File: src/rtl/dmem_host_port.sv
// Host-side load/dump port for the CPU data memory. It streams host words into
// memory (LOAD) and reads a region back out (DUMP_RD/DUMP_OUT), owning the memory via cpu_hold.
module dmem_host_port #(
  parameter int AW = 8,
  parameter int DW = 8
) (
  input  logic          clk,
  input  logic          reset,
  input  logic          start_load,
  input  logic          start_dump,
  input  logic [AW-1:0] base_addr,
  input  logic [AW-1:0] length,
  input  logic [DW-1:0] in_data,
  input  logic          in_valid,
  output logic          in_ready,
  output logic [DW-1:0] out_data,
  output logic          out_valid,
  input  logic          out_ready,
  input  logic          cpu_done,
  output logic [AW-1:0] mem_addr,
  output logic [DW-1:0] mem_wdata,
  output logic          mem_we,
  output logic          mem_re,
  input  logic [DW-1:0] mem_rdata,
  output logic          cpu_hold,
  output logic          busy,
  output logic          load_done,
  output logic          dump_done,
  output logic [1:0]    dbg_state
);

  // Handshakes: a word moves on in_valid&in_ready (host->memory) or on
  // out_valid&out_ready (memory->host); the producer holds its data until then.
  localparam logic [1:0] ST_IDLE     = 2'd0;
  localparam logic [1:0] ST_LOAD     = 2'd1;
  localparam logic [1:0] ST_DUMP_RD  = 2'd2;
  localparam logic [1:0] ST_DUMP_OUT = 2'd3;

  logic [1:0]    state_q, state_d;
  logic [AW-1:0] ptr_q, ptr_d;
  logic [AW:0]   cnt_q, cnt_d;
  logic [DW-1:0] out_data_q, out_data_d;
  logic          fresh_q, fresh_d;
  logic          hold_q, hold_d;
  logic          load_done_q, load_done_d;
  logic          dump_done_q, dump_done_d;
  logic [AW:0]   start_cnt;
  logic          last_beat;
  logic          cpu_done_unused;

  assign cpu_done_unused = cpu_done;

  // A length of zero encodes a full 2^AW-word burst.
  assign start_cnt = (length == '0) ? {1'b1, {AW{1'b0}}} : {1'b0, length};
  assign last_beat = (cnt_q == (AW+1)'(1));

  always_comb begin
    state_d     = state_q;
    ptr_d       = ptr_q;
    cnt_d       = cnt_q;
    out_data_d  = out_data_q;
    fresh_d     = 1'b0;
    hold_d      = hold_q;
    load_done_d = 1'b0;
    dump_done_d = 1'b0;
    case (state_q)
      ST_IDLE: begin
        if (start_load) begin
          state_d = ST_LOAD;
          ptr_d   = base_addr;
          cnt_d   = start_cnt;
          hold_d  = 1'b1;
        end else if (start_dump) begin
          state_d = ST_DUMP_RD;
          ptr_d   = base_addr;
          cnt_d   = start_cnt;
          hold_d  = 1'b1;
        end
      end
      ST_LOAD: begin
        if (in_valid) begin
          ptr_d = ptr_q + AW'(1);
          cnt_d = cnt_q - (AW+1)'(1);
          if (last_beat) begin
            state_d     = ST_IDLE;
            load_done_d = 1'b1;
            hold_d      = 1'b0;
          end
        end
      end
      ST_DUMP_RD: begin
        state_d = ST_DUMP_OUT;
        fresh_d = 1'b1;
      end
      ST_DUMP_OUT: begin
        // Read data arrives in the first DUMP_OUT cycle; capture it so the
        // word stays stable however long the host stalls.
        if (fresh_q) out_data_d = mem_rdata;
        if (out_ready) begin
          ptr_d = ptr_q + AW'(1);
          cnt_d = cnt_q - (AW+1)'(1);
          if (last_beat) begin
            state_d     = ST_IDLE;
            dump_done_d = 1'b1;
          end else begin
            state_d = ST_DUMP_RD;
          end
        end
      end
      default: state_d = ST_IDLE;
    endcase
  end

  always_ff @(posedge clk or negedge reset) begin
    if (!reset) begin
      state_q     <= ST_IDLE;
      ptr_q       <= '0;
      cnt_q       <= '0;
      out_data_q  <= '0;
      fresh_q     <= 1'b0;
      hold_q      <= 1'b1;
      load_done_q <= 1'b0;
      dump_done_q <= 1'b0;
    end else begin
      state_q     <= state_d;
      ptr_q       <= ptr_d;
      cnt_q       <= cnt_d;
      out_data_q  <= out_data_d;
      fresh_q     <= fresh_d;
      hold_q      <= hold_d;
      load_done_q <= load_done_d;
      dump_done_q <= dump_done_d;
    end
  end

  assign in_ready  = (state_q == ST_LOAD);
  assign mem_we    = (state_q == ST_LOAD) && in_valid;
  assign mem_re    = (state_q == ST_DUMP_RD);
  assign mem_addr  = (mem_we || mem_re) ? ptr_q : '0;
  assign mem_wdata = mem_we ? in_data : '0;
  assign out_valid = (state_q == ST_DUMP_OUT);
  assign out_data  = fresh_q ? mem_rdata : out_data_q;
  assign cpu_hold  = hold_q;
  assign busy      = (state_q != ST_IDLE);
  assign load_done = load_done_q;
  assign dump_done = dump_done_q;
  assign dbg_state = state_q;

endmodule

File: config.mk
export PLATFORM = sky130hd
export DESIGN_NAME = dmem_host_port
export DESIGN_NICKNAME = d
export VERILOG_FILES = /design/src/rtl/dmem_host_port.sv
export SDC_FILE = /design/constraint.sdc
export NUM_CORES = 1
export LEC_CHECK = 0
export CORE_AREA = 3 3 67 69
export DETAILED_ROUTE_END_ITERATION = 8
export DIE_AREA = 0 0 70 72
export PLACE_DENSITY = 0.9
export SYNTH_ARGS = -nofsm -noshare
export SYNTH_HDL_FRONTEND = slang
export SYNTH_SLANG_ARGS = --single-unit
File: constraint.sdc
create_clock -name clk -period 4.1 [get_ports clk]
set_clock_uncertainty 0.1 [all_clocks]
set_input_delay 1.025 -clock clk [delete_from_list [all_inputs] [get_ports clk]]
set_output_delay 1.025 -clock clk [all_outputs]
set_load 0.01 [all_outputs]
Fig. 1: the metal 2 layer
Scale bar: 20 um.
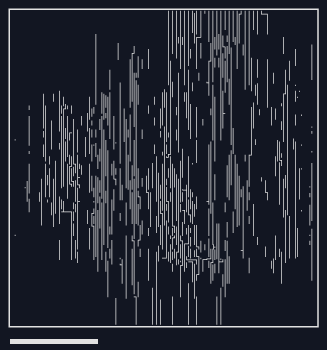
main direction: vertical
wire length on this layer: 2430 um
share of all routed wire: 50%
nets with wire on the layer: 275

Fig. 2: clock distribution
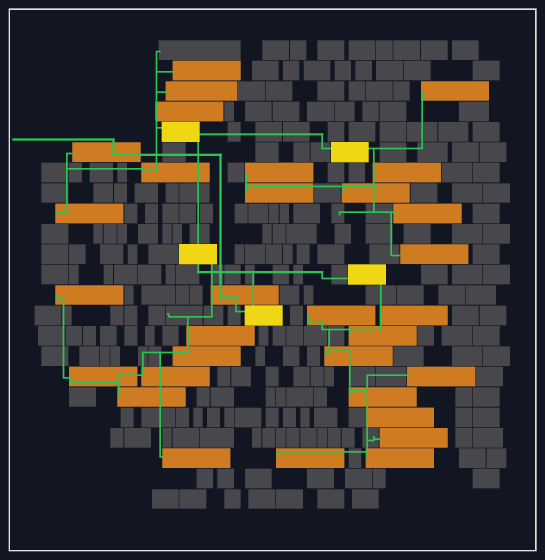
[orange] flip-flops | count: 31
[yellow] cells driving clock nets | count: 5
[green] clock wires | length: 371 um
flops lie: widely spread
routed clock nets: 6
clk pwr: 0.306 mW
clk_lat worst skew: 0.28 ns
Clock Power Share: 27.2%

Fig. 3: cell placement
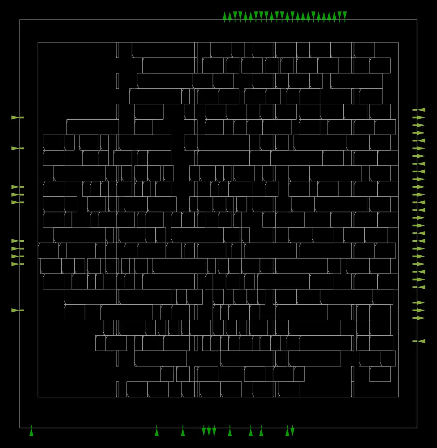
seq_cells: 31
final core utilization: 68.6%
fillers: 325
Cell Count, Final, Fillers Out: 324
tapcell count: 50

Fig. 4: PDN straps and rails
Pins as bars on the die edge. Tap cells in grey.
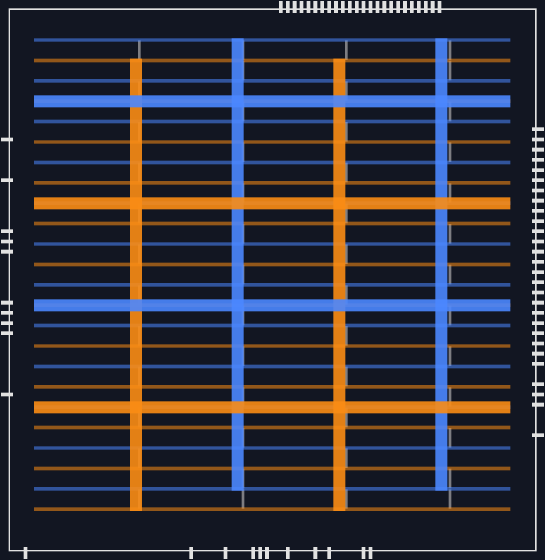
| colour | net |
|---|---|
| blue | VDD |
| orange | VSS |
met1 rails: 24
signal pins: 73

==> job_summary.md <==
### Yosys + OpenROAD results

| Metric | Value |
|---|---|
| Full die area | 5040 um2 |
| Status | completed |
| Crit path launch | in_valid |
| Gr usage total | 19.6% |
| CP Launch Type | input pin |
| Setup violators final | 0 |
| Cell Rows | 23 |
| Max Cap Violations | 0 |
| Layout clock area frac | about 4.3% |
| Post-synth area hogs | dfrtp_1, mux2_2, and2_1 |
| Post-CTS Setup Bufs | 0 |
| Yosys cell count | 200 |
| Max Clk Rate | 257 MHz |
| Final Routed Wirelength | 4870 um |
| Logic share of the area | between 30% and 40% |
| Core area | 3970 um2 |
| Vias post-DR | 1821 |
| Synth Seq Share | 42.2% |
| YS warnings | 0 |
| FF-to-FF End | cnt_q[8] |
| Gpl congestion | 0.897 |
| Drt wl/cell | 15.0 um |
Power is estimated from default activity; no workload was simulated.
